--- src/rtl/alu_op_sequencer_if.sv ---
// Handshake, ALU-drive and debug-read signals between alu_op_sequencer and its surroundings.
// The slave modport is the sequencer's view; the master modport is the instruction source / ALU side.
interface alu_op_sequencer_if;
  logic        instr_valid;
  logic        instr_ready;
  logic [15:0] instr;
  logic [7:0]  alu_a;
  logic [7:0]  alu_b;
  logic [2:0]  alu_sel;
  logic [7:0]  alu_out;
  logic        alu_carry;
  logic        alu_zero;
  logic        alu_neg;
  logic        done;
  logic [7:0]  result;
  logic [2:0]  flags;
  logic [1:0]  dbg_addr;
  logic [7:0]  dbg_data;

  modport slave (
    input  instr_valid, instr, alu_out, alu_carry, alu_zero, alu_neg, dbg_addr,
    output instr_ready, alu_a, alu_b, alu_sel, done, result, flags, dbg_data
  );

  modport master (
    output instr_valid, instr, alu_out, alu_carry, alu_zero, alu_neg, dbg_addr,
    input  instr_ready, alu_a, alu_b, alu_sel, done, result, flags, dbg_data
  );
endinterface

--- src/rtl/alu_op_sequencer.sv ---
// Three-cycle operand sequencer for the 8-bit ALU: latches operands from a 4x8 register file,
// writes the ALU result back and captures the ALU flags.
module alu_op_sequencer #(
  parameter logic [7:0] REG_INIT = 8'h00
) (
  input logic               clk,
  input logic               rst_n,
  alu_op_sequencer_if.slave bus
);

  typedef enum logic [1:0] {IDLE = 2'd0, EXEC = 2'd1, WB = 2'd2} state_t;

  state_t          state_q, state_d;
  logic [7:0]      alu_a_q, alu_a_d;
  logic [7:0]      alu_b_q, alu_b_d;
  logic [2:0]      alu_sel_q, alu_sel_d;
  logic [1:0]      rd_q, rd_d;
  logic [3:0][7:0] rf_q, rf_d;
  logic [7:0]      result_q, result_d;
  logic [2:0]      flags_q, flags_d;

  logic [2:0] op_f;
  logic       imm_en_f;
  logic [1:0] rd_f, ra_f, rb_f;
  logic [7:0] imm8_f;

  assign op_f     = bus.instr[15:13];
  assign imm_en_f = bus.instr[12];
  assign rd_f     = bus.instr[11:10];
  assign ra_f     = bus.instr[9:8];
  assign imm8_f   = bus.instr[7:0];
  assign rb_f     = bus.instr[1:0];

  always_ff @(posedge clk or negedge rst_n) begin
    if (!rst_n) begin
      state_q   <= IDLE;
      alu_a_q   <= 8'h00;
      alu_b_q   <= 8'h00;
      alu_sel_q <= 3'b000;
      rd_q      <= 2'b00;
      rf_q      <= {4{REG_INIT}};
      result_q  <= 8'h00;
      flags_q   <= 3'b000;
    end else begin
      state_q   <= state_d;
      alu_a_q   <= alu_a_d;
      alu_b_q   <= alu_b_d;
      alu_sel_q <= alu_sel_d;
      rd_q      <= rd_d;
      rf_q      <= rf_d;
      result_q  <= result_d;
      flags_q   <= flags_d;
    end
  end

  always_comb begin
    state_d   = state_q;
    alu_a_d   = alu_a_q;
    alu_b_d   = alu_b_q;
    alu_sel_d = alu_sel_q;
    rd_d      = rd_q;
    rf_d      = rf_q;
    result_d  = result_q;
    flags_d   = flags_q;
    unique case (state_q)
      IDLE: begin
        // instr_ready is high throughout IDLE, so valid alone completes the handshake
        if (bus.instr_valid) begin
          alu_sel_d = op_f;
          rd_d      = rd_f;
          alu_a_d   = rf_q[ra_f];
          alu_b_d   = imm_en_f ? imm8_f : rf_q[rb_f];
          state_d   = EXEC;
        end
      end
      EXEC: begin
        rf_d[rd_q] = bus.alu_out;
        result_d   = bus.alu_out;
        flags_d    = {bus.alu_carry, bus.alu_zero, bus.alu_neg};
        state_d    = WB;
      end
      WB:      state_d = IDLE;
      default: state_d = IDLE;
    endcase
  end

  assign bus.instr_ready = (state_q == IDLE);
  assign bus.done        = (state_q == WB);
  assign bus.alu_a       = alu_a_q;
  assign bus.alu_b       = alu_b_q;
  assign bus.alu_sel     = alu_sel_q;
  assign bus.result      = result_q;
  assign bus.flags       = flags_q;
  assign bus.dbg_data    = rf_q[bus.dbg_addr];

endmodule
--- src/flat_wrapper.sv ---
// flat-port wrapper written by rule: the top's interface ports become plain ports
module alu_op_sequencer_flat 
#(
  parameter logic [7:0] REG_INIT = 8'h00
)
  (clk, rst_n, bus_instr_valid, bus_instr, bus_alu_out, bus_alu_carry, bus_alu_zero, bus_alu_neg, bus_dbg_addr, bus_instr_ready, bus_alu_a, bus_alu_b, bus_alu_sel, bus_done, bus_result, bus_flags, bus_dbg_data);
  alu_op_sequencer_if bus_i ();
  input logic clk;
  input logic rst_n;
  input wire logic [$bits(bus_i.instr_valid)-1:0] bus_instr_valid;
  input wire logic [$bits(bus_i.instr)-1:0] bus_instr;
  input wire logic [$bits(bus_i.alu_out)-1:0] bus_alu_out;
  input wire logic [$bits(bus_i.alu_carry)-1:0] bus_alu_carry;
  input wire logic [$bits(bus_i.alu_zero)-1:0] bus_alu_zero;
  input wire logic [$bits(bus_i.alu_neg)-1:0] bus_alu_neg;
  input wire logic [$bits(bus_i.dbg_addr)-1:0] bus_dbg_addr;
  output wire logic [$bits(bus_i.instr_ready)-1:0] bus_instr_ready;
  output wire logic [$bits(bus_i.alu_a)-1:0] bus_alu_a;
  output wire logic [$bits(bus_i.alu_b)-1:0] bus_alu_b;
  output wire logic [$bits(bus_i.alu_sel)-1:0] bus_alu_sel;
  output wire logic [$bits(bus_i.done)-1:0] bus_done;
  output wire logic [$bits(bus_i.result)-1:0] bus_result;
  output wire logic [$bits(bus_i.flags)-1:0] bus_flags;
  output wire logic [$bits(bus_i.dbg_data)-1:0] bus_dbg_data;
  assign bus_i.instr_valid = bus_instr_valid;
  assign bus_i.instr = bus_instr;
  assign bus_i.alu_out = bus_alu_out;
  assign bus_i.alu_carry = bus_alu_carry;
  assign bus_i.alu_zero = bus_alu_zero;
  assign bus_i.alu_neg = bus_alu_neg;
  assign bus_i.dbg_addr = bus_dbg_addr;
  assign bus_instr_ready = bus_i.instr_ready;
  assign bus_alu_a = bus_i.alu_a;
  assign bus_alu_b = bus_i.alu_b;
  assign bus_alu_sel = bus_i.alu_sel;
  assign bus_done = bus_i.done;
  assign bus_result = bus_i.result;
  assign bus_flags = bus_i.flags;
  assign bus_dbg_data = bus_i.dbg_data;
  alu_op_sequencer #(.REG_INIT(REG_INIT)) u_core (.clk(clk), .rst_n(rst_n), .bus(bus_i));
endmodule
--- config.mk ---
export PLATFORM = sky130hd
export DESIGN_NAME = alu_op_sequencer_flat
export DESIGN_NICKNAME = d
export VERILOG_FILES = /design/src/rtl/alu_op_sequencer_if.sv /design/src/rtl/alu_op_sequencer.sv /design/src/flat_wrapper.sv
export SDC_FILE = /design/constraint.sdc
export NUM_CORES = 1
export LEC_CHECK = 0
export ABC_CLOCK_PERIOD_IN_PS = 4190
export CORE_UTILIZATION = 40
export CTS_CLUSTER_SIZE = 8
export DETAILED_ROUTE_END_ITERATION = 8
export PLACE_DENSITY = 0.64
export SLEW_MARGIN = 30
export SYNTH_ARGS = -nofsm -noshare
export SYNTH_HDL_FRONTEND = slang
export SYNTH_SLANG_ARGS = --single-unit
--- constraint.sdc ---
create_clock -name clk -period 4.19 [get_ports clk]
set_clock_uncertainty 0.05 [all_clocks]
set_input_delay 0.838 -clock clk [delete_from_list [all_inputs] [get_ports clk]]
set_output_delay 0.838 -clock clk [all_outputs]
set_load 0.05 [all_outputs]
The metal 3 layer:
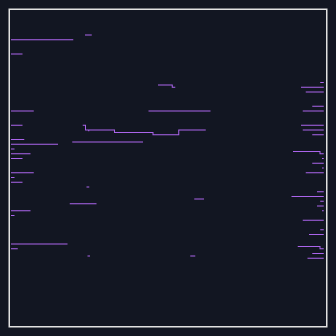
longest straight run = 20.0 µm
wire length on this layer = 275 µm
nets with wire on the layer = 43
share of all routed wire = 3.9%
main direction = horizontal

Routed metal per tile:
The die is cut into 18 by 18 equal tiles; black is low, pale yellow is high, scaled to the fullest tile. Values are wire area over tile area, all layers added.
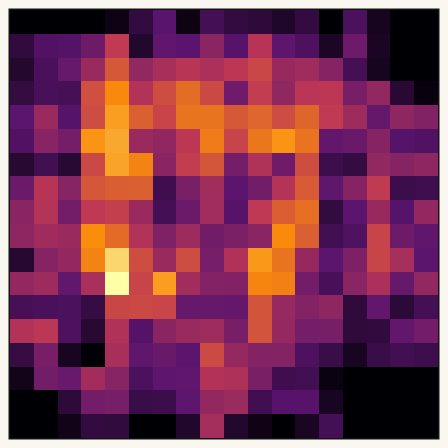
densest ninth of the die = left middle
fullest tile = 0.41
tiles over half the peak = 20%

==> out/metrics.yaml <==
final_layout:
  post_route_cells_drive_above_1_share_pct: 31.4
  register_area_mm2: 0.00165
  post-route-util_pct: 55.7
  logic_cell_area_mm2: 0.00142
  fin_area_mm2: 0.00412
  fillCellCount: 646
  max_flop_register: "u_core.rf_q"
  antenna_cells: 0
  nNetsFinal: 324
  largest_register_ffs: 32
  area.growth.synth_to_final_pct: 31.7
clock_tree:
  resized_gates_after_cts: 0
  tritoncts: "done"
  ctsLongestPathBuffers: 2
  numClockSinks: 66
  cts-buffers-inserted: 9
  number_of_setup_buffers_added_after_cts: 0
  hold_buffers: 0
  total_number_of_h_tree_levels: 3
  clock_insertion_delay_worst_skew_ns: 0.34
  clk_pin_slew_worst_paths_ns: 0.07
  cts_root_buf: "sky130_fd_sc_hd__clkbuf_8"
synth:
  ys.flops: 66
  ys_warn_count: 0
  ys_types: 21
  synth_sequential_area_ratio_pct: 52.7
  yosys.stat.chipArea_mm2: 0.00313
  netlist_area_mm2: 0.00313
  synth_nets: 250
  synth_stat.cells: 218
  number_of_instances_in_the_synthesized_netlist: 218
  syn_area_per_cell_um2: 14.4
power:
  vdd_drop_max_mv: 0.373
  fin_total_pwr_w: 0.00314
  p_per_area_mw_per_mm2: 762
  power.leakage_nw: 1.72
sta:
  maxClockFrequency_mhz: 273
  finalHoldViolCount: 0
  setup_slack_ns: 0.525
  post-route-min-period_ns: 3.67
  finalMaxSlewViolations: 0
  finalSetupViolCount: 0
  timing.setup.tns_ns: 0
  max_slew.worst_pin.slew_ns: 0.667
  layout_worst_path_cycle_share_pct: 87.5
  worst_slew_margin_pct: 55.4
  hold_ws_ns: 0.274
  setup_repair_after_global_routing_missed_its_margin: "false"
drt:
  routed_via_density: 5.26
  detail_route.wl_per_cell_um: 18.0
  firstDrtPassIters: 4
  route.detailed.drc: 0
  antenna_violating_nets_remaining: 0
  drt_iter0_markers: 76
  route.vias.total: 2076
  wirelength_um: 7090
floorplan:
  floorplan.core_util_pct: 42.3
  die-height_um: 90.5
  core.rowCount: 31
  pin_count: 72
  fp.dieArea_mm2: 0.00819
  chipWidth_um: 90.5
worst_setup_path:
  setup.reg_to_reg.worst_slack_ns: 2.08
  crit_arrival_ns: 2.78
  worst_r2r_startpoint: "u_core.state_q[1]$_DFFE_PN0P_"
  setup.worst_path.end_class: "output port"
  start_kind: "input port"
  critical_path_required_ns: 3.30
  crit-reg2reg-capture: "u_core.rf_q[24]$_DFFE_PN0P_"
  critical_path.startpoint: "bus_dbg_addr[0]"
  critical_path.max_fanout: 8
  cp-endpoint: "bus_dbg_data[0]"
  path_class: "input port to output port"
  reg2reg_depth: 5
place:
  dp_hpwl_um: 4790
  dp_worst_slack_ns: 0.520
  placedInstanceArea_mm2: 0.00394
  place.gp.congestion: 0.723
  port_buffers: 71
  place.detailed.instances: 380
status:
  outcome: "finished, final reports clean"
global_routing:
  grt_pass1_wl_um: 11800
  groute.usage.overall_pct: 19.3
  antenna_violations_before_repair: 0
  grt-ovfl-total: 0
  number_of_global_route_vias_before_repair: 2114
  grt_max_degree: 34
job:
  cap_violations: 0
  warning_count: 26
min_path:
  hold_path_class: "input port to asynchronous set/reset pin"
Wires at chosen ports, followed through buffers:
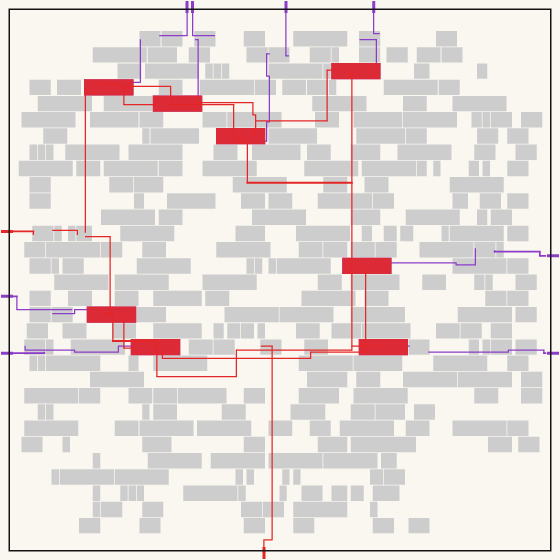
purple -> bus_dbg_data  # bits 8, direction output, end cells 8, wire 181 µm
red -> bus_dbg_addr  # bits 2, direction input, end cells 8, wire 362 µm

Cell outlines without signal wires:
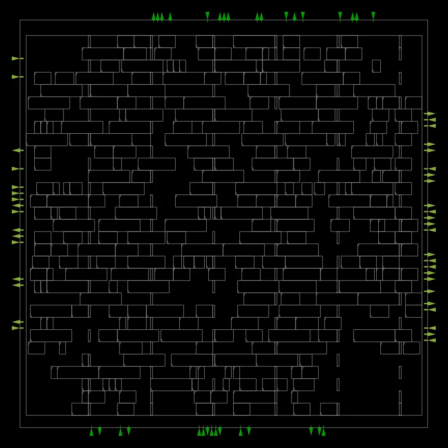
fraction of area in registers: 40.0%
number of flip-flops and latches: 66
count of non-filler cells in the finished layout: 395
core area: 0.00741 mm²

[synth_stat cells (all sizes together)]
cell    number  area share, %
a21oi        6           0.96
a31oi        2           0.40
buf         11            1.8
clkbuf       2           0.24
dfrtp       66             53
inv          1           0.12
mux2        47             17
mux2i        8            2.6
mux4        22             16
nand2       33            4.0
nand2b       1           0.20
nand3        1           0.32
nor2         9            1.1
nor2b        1           0.20
nor3         1           0.52
nor3b        3            1.4
o21ai        2           0.32
or3          2           0.40
[cell type report]
class                   count  area share (%)
well taps                  99            3.00
inverters                   1          0.0910
flip-flops and latches     66            40.0
multi-input cells         138            34.3
clock inverters             3           0.971
repair buffers             76            18.0
clock buffers              12            3.52
[where the power goes]
part / internal (W) / total (W) / switching (W) / leakage [nW]
Combinational: 0.000673 / 0.00150 / 0.000826 / 0.836
Sequential: 0.000911 / 0.00113 / 0.000216 / 0.788
Clock: 0.000286 / 0.000516 / 0.000230 / 0.0962
Total: 0.00187 / 0.00314 / 0.00127 / 1.72
[critical path, stage by stage]
cell and delay [ns]:
sky130_fd_sc_hd__clkdlybuf4s50_1 0.46, sky130_fd_sc_hd__buf_4 0.22, sky130_fd_sc_hd__mux4_2 0.54, sky130_fd_sc_hd__clkdlybuf4s50_1 0.72
[cells by family (layout without fill, tap and decap cells)]
| family | Yosys count | in the layout | share of synthesized area [%] |
|---|---|---|---|
| DFF | 66 | 66 | 52.7 |
| buffers and inverters | 14 | 92 | 2.20 |
| AOI/OAI and AO/OA | 10 | 10 | 1.68 |
| muxes | 77 | 77 | 35.3 |
| and+or+nand+nor | 51 | 51 | 8.11 |
[layout by cell type, fill, tap and decap left out]
cell | Yosys | routed
sky130_fd_sc_hd__clkdlybuf4s50_1 | 0 | 70
sky130_fd_sc_hd__dfrtp_1 | 66 | 66
sky130_fd_sc_hd__mux2_2 | 47 | 47
sky130_fd_sc_hd__nand2_1 | 33 | 33
sky130_fd_sc_hd__mux4_2 | 22 | 22
sky130_fd_sc_hd__clkbuf_8 | 0 | 10
sky130_fd_sc_hd__nor2_1 | 9 | 9
sky130_fd_sc_hd__mux2i_1 | 8 | 8
sky130_fd_sc_hd__a21oi_1 | 6 | 6
sky130_fd_sc_hd__buf_4 | 0 | 5
sky130_fd_sc_hd__nor3b_4 | 2 | 2
sky130_fd_sc_hd__o21ai_0 | 2 | 2
sky130_fd_sc_hd__or3_1 | 2 | 2
sky130_fd_sc_hd__a31oi_1 | 2 | 2
sky130_fd_sc_hd__clkbuf_1 | 2 | 2
sky130_fd_sc_hd__clkinv_2 | 0 | 2
sky130_fd_sc_hd__nor2b_1 | 1 | 1
sky130_fd_sc_hd__nand2b_1 | 1 | 1
sky130_fd_sc_hd__nor3_4 | 1 | 1
sky130_fd_sc_hd__nor3b_2 | 0 | 1
sky130_fd_sc_hd__inv_1 | 1 | 1
sky130_fd_sc_hd__nand3_2 | 1 | 1
sky130_fd_sc_hd__bufinv_16 | 0 | 1
sky130_fd_sc_hd__buf_2 | 7 | 1
[layer usage]
metal  share of wire, %  track usage (%)
met1                 48             27.4
met2                 46             29.3
met3                3.9             3.37
met4                1.5             8.47
met5                  0                0
No activity file was given, so power comes from the tool's default toggle rates.
